[config.mk]
export PLATFORM = sky130hd
export DESIGN_NAME = div_unit
export DESIGN_NICKNAME = d
export VERILOG_FILES = /design/src/rtl/div_unit.sv
export SDC_FILE = /design/constraint.sdc
export NUM_CORES = 1
export LEC_CHECK = 0
export CAP_MARGIN = 15
export CORE_ASPECT_RATIO = 1.2
export CORE_MARGIN = 4
export CORE_UTILIZATION = 50
export CTS_CLUSTER_SIZE = 24
export DETAILED_ROUTE_END_ITERATION = 6
export DONT_BUFFER_PORTS = 1
export PLACE_DENSITY = 0.71
export SYNTH_ARGS = -nofsm -noshare
export SYNTH_HDL_FRONTEND = slang
export SYNTH_SLANG_ARGS = --single-unit
export TNS_END_PERCENT = 100
[constraint.sdc]
create_clock -name clk -period 7.3 [get_ports clk]
set_input_delay 2.19 -clock clk [delete_from_list [all_inputs] [get_ports clk]]
set_output_delay 2.19 -clock clk [all_outputs]
set_load 0.1 [all_outputs]
[src/rtl/div_unit.sv]
// div_unit: multi-cycle radix-2 restoring divider for the EX stage.
// Returns {remainder, quotient} with a done strobe and stalls the pipe while busy.
module div_unit #(
    parameter int WIDTH = 32
) (
    input  logic               clk,
    input  logic               rst,
    input  logic               start,
    input  logic               signed_div,
    input  logic [WIDTH-1:0]   dividend,
    input  logic [WIDTH-1:0]   divisor,
    input  logic               annul,
    output logic [2*WIDTH-1:0] div_result,
    output logic               done,
    output logic               stall_req
);

    localparam int CW = (WIDTH > 1) ? $clog2(WIDTH) : 1;

    typedef enum logic [1:0] {
        IDLE,
        BUSY,
        DONE
    } state_t;

    state_t           state;
    state_t           state_d;
    logic [CW-1:0]    cnt;
    logic [WIDTH:0]   rem;
    logic [WIDTH-1:0] quot;
    logic [WIDTH-1:0] dvs;
    logic             neg_q;
    logic             neg_r;

    logic             accept;
    logic             div_zero;
    logic             last;
    logic [WIDTH-1:0] a_abs;
    logic [WIDTH-1:0] b_abs;
    logic [WIDTH:0]   rem_sh;
    logic [WIDTH:0]   rem_sub;
    logic [WIDTH:0]   rem_nx;
    logic             ge;
    logic [WIDTH-1:0] quot_nx;
    logic [WIDTH-1:0] q_fin;
    logic [WIDTH-1:0] r_fin;

    assign accept   = (state == IDLE) && start && !annul;
    assign div_zero = (divisor == '0);
    assign last     = (cnt == CW'(WIDTH - 1));

    // Unsigned mode uses the operands as plain magnitudes.
    assign a_abs = (signed_div && dividend[WIDTH-1]) ? -dividend : dividend;
    assign b_abs = (signed_div && divisor[WIDTH-1]) ? -divisor : divisor;

    // One restoring step: shift in the next dividend bit, trial-subtract.
    // rem[WIDTH] folded into ge keeps the compare exact at full range.
    assign rem_sh  = {rem[WIDTH-1:0], quot[WIDTH-1]};
    assign rem_sub = rem_sh - {1'b0, dvs};
    assign ge      = rem[WIDTH] || (rem_sh >= {1'b0, dvs});
    assign rem_nx  = ge ? rem_sub : rem_sh;
    assign quot_nx = {quot[WIDTH-2:0], ge};

    // Sign correction applied on the final step only.
    assign q_fin = neg_q ? -quot_nx : quot_nx;
    assign r_fin = neg_r ? -rem_nx[WIDTH-1:0] : rem_nx[WIDTH-1:0];

    assign done = (state == DONE);

    // State register.
    always_ff @(posedge clk) begin
        if (rst) begin
            state <= IDLE;
        end else begin
            state <= state_d;
        end
    end

    // Next-state and stall request; annul wins over completion.
    always_comb begin
        state_d   = state;
        stall_req = 1'b0;
        case (state)
            IDLE: begin
                if (accept) begin
                    stall_req = 1'b1;
                    state_d   = div_zero ? DONE : BUSY;
                end
            end
            BUSY: begin
                stall_req = 1'b1;
                if (annul) begin
                    state_d = IDLE;
                end else if (last) begin
                    state_d = DONE;
                end
            end
            DONE: begin
                state_d = IDLE;
            end
            default: begin
                state_d = IDLE;
            end
        endcase
    end

    // Operand capture, iteration and result register.
    always_ff @(posedge clk) begin
        if (rst) begin
            cnt        <= '0;
            rem        <= '0;
            quot       <= '0;
            dvs        <= '0;
            neg_q      <= 1'b0;
            neg_r      <= 1'b0;
            div_result <= '0;
        end else begin
            case (state)
                IDLE: begin
                    if (accept) begin
                        if (div_zero) begin
                            div_result <= {dividend, {WIDTH{1'b1}}};
                        end else begin
                            cnt   <= '0;
                            rem   <= '0;
                            quot  <= a_abs;
                            dvs   <= b_abs;
                            neg_q <= signed_div &&
                                     (dividend[WIDTH-1] ^ divisor[WIDTH-1]);
                            neg_r <= signed_div && dividend[WIDTH-1];
                        end
                    end
                end
                BUSY: begin
                    if (!annul) begin
                        rem  <= rem_nx;
                        quot <= quot_nx;
                        cnt  <= cnt + 1'b1;
                        if (last) begin
                            div_result <= {r_fin, q_fin};
                        end
                    end
                end
                default: begin
                end
            endcase
        end
    end

endmodule

### I/O pins on the die edge

Pins as bars across the die edge, other pins in gray.
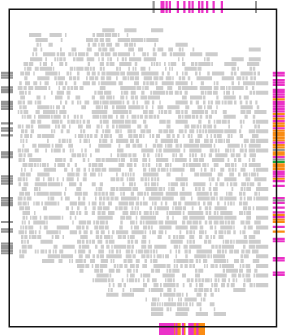
Key: orange = dividend [pins 32, direction input, edge 22 right, 10 bottom]; green = done [pins 1, direction output, edge right]; magenta = div_result [pins 64, direction output, edge 36 right, 15 bottom, 13 top]
die width: 150 um
height of the chip: 179 um

### The clock network

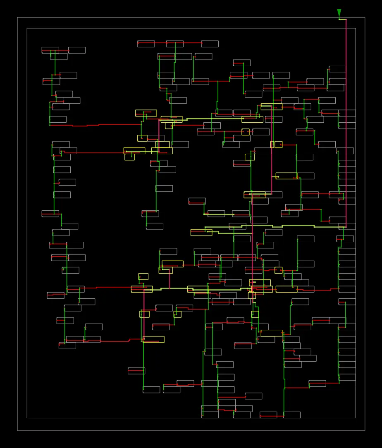
Clock buffer cells: 18
flip-flops: 170
power in the clock group: 904 uW

### Signal wires by layer

Scale bar: 50 um.
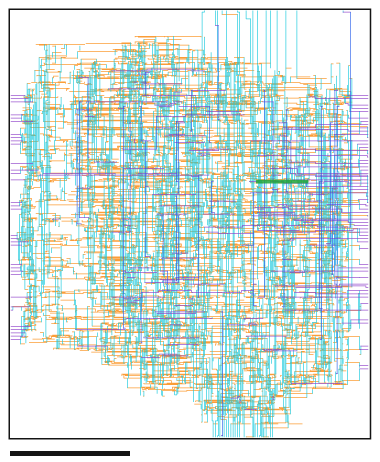
Key: cyan = metal 2 [wire length 17,500 um]; orange = metal 1 [wire length 15,200 um]; blue = metal 4 [wire length 1,500 um]; green = metal 5 [wire length 20.2 um]; purple = metal 3 [wire length 2,660 um]
WL/cell: 19.6 um
All-Layer GR Usage: 0.273

### Clock distribution

Scale bar: 50 um.
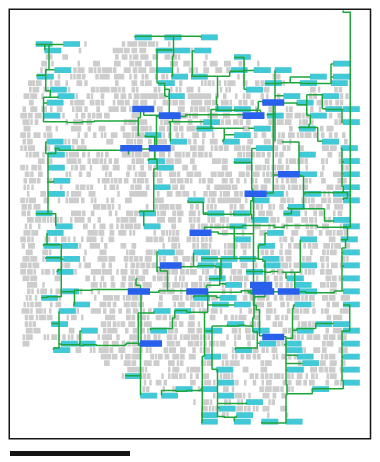
Key: cyan = flip-flops [count 170]; blue = clock drivers [count 17]; green = clock wires [length 2,300 um]
Position of the flops: all over the die. There are 18 routed clock nets.
worst-skew pair later-pin latency: 440 ps
relative contribution of the clock network to total power: 0.363
worst clock skew: 12.2 ps

### Register map, names as in the netlist

Other sequential cells in the stronger gray, the rest of the logic in the fainter gray.
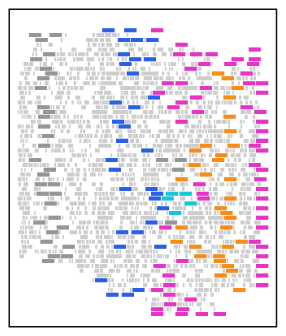
Key: cyan = cnt [placed flops 5]; orange = quot [placed flops 32]; blue = rem [placed flops 33, where a vertical strip down the middle]; magenta = div_result [placed flops 64]
Storage cell area: 0.00340 mm2
end-of-flow core utilization: 0.532
power in sequential cells: 984 uW

==> results.txt <==
Summary of implementation figures.

Cells and area
The number of diodes added for antenna fixing is 0. Excluding fillers, the count of instances in the completed layout stands at 1,880. 1,293 cells are multi-input combinational gates.

After layout, the buffer instance count without clock buffers stands at 13.

Floorplanning
The initial utilization of the core area, before any placement, comes to 0.507.

Final timing
Setup slack closes at 1680 ps. Setup repair after global routing left no endpoint under its margin. The transition time recorded at the tightest slew-check pin is 1140 ps. Static timing analysis puts the maximum clock frequency at 0.178 GHz.

Clocking
The post-cts sizing count is 0. The number of sinks handled by clock tree synthesis is 170.

Power
The switching component of the power is 853 uW. The worst-case IR drop observed on VDD is 0.175 mV.

Synthesis
The cell taking the most area after synthesis is sky130_fd_sc_hd__dfxtp_1. Warnings reported by Yosys during synthesis add up to 0. After synthesis, the chip area reported by Yosys is 0.0121 mm2. The number of register bits inferred by synthesis is 170.

Detailed routing
The post-detailed-route via-to-cell ratio is 6.21.

Run status
The flow ran to the end, and the final reports show no timing, DRC or antenna violations.

Global routing
The first-pass GRT wire length is 58,900 um.

Min path
The type of the worst min-delay path is flip-flop to flip-flop.

Worst setup path
The capturing instance or port of the critical path is stall_req. The timing report gives the biggest stage delay along the critical path as 890 ps.
[power groups by stage]
stage | Sequential (uW) | Combinational, uW | Clock (uW)
floorplan | 994 | 477 | 0
global placement | 1000 | 582 | 0
detailed placement | 1010 | 588 | 0
CTS | 984 | 591 | 910
global route | 988 | 662 | 951
finish | 984 | 599 | 904
[metal layers]
layer  GRT usage  share of wire  up-vias
li1            -              -     5743
met1       0.335           0.41     5451
met2       0.459           0.47      393
met3      0.0564          0.072       80
met4       0.122          0.041        2
met5           0        0.00054        -
[cells in the mapped netlist (all sizes together), types with 36 or more instances]
| master | count |
|---|---|
| xnor2 | 81 |
| inv | 52 |
| xor2 | 50 |
| nor2 | 198 |
| clkbuf | 85 |
| ha | 38 |
| dfxtp | 170 |
| nand2 | 172 |
| nor3 | 41 |
| o21ai | 101 |
| a211oi | 45 |
| a21oi | 153 |
| nand3 | 36 |
[stage by stage]
step                total power [uW]   util  hold WS, ps  instance area, um2
floorplan                       1470      -          432               12100
global placement                1590  0.506          441               12100
detailed placement              1590  0.506          445               12100
CTS                             2480  0.530          453               12700
global route                    2600  0.532          474               12700
finish                          2490  0.532          461               12700
[cells by family (layout without fill, tap and decap cells)]
family | Yosys count | in the layout | share of synthesized area
flip-flops | 170 | 170 | 0.280
AND/OR/NAND/NOR | 596 | 596 | 0.233
AND-OR/OR-AND | 513 | 513 | 0.280
multiplexers | 14 | 14 | 0.0116
adder cells (fa/ha/maj) | 39 | 39 | 0.0408
buffers and inverters | 160 | 97 | 0.0601
XOR/XNOR | 131 | 131 | 0.0944
[critical path: cells and delay by family]
kind	cells	cell delay, ps
AND/OR/NAND/NOR	3	1240
[sequential cells by signal (all words and copies together), names as in the netlist]
signal      cells
cnt             5
div_result     64
dvs            32
neg_q           1
neg_r           1
quot           32
rem            33
state           2
Power is estimated from default activity; no workload was simulated.
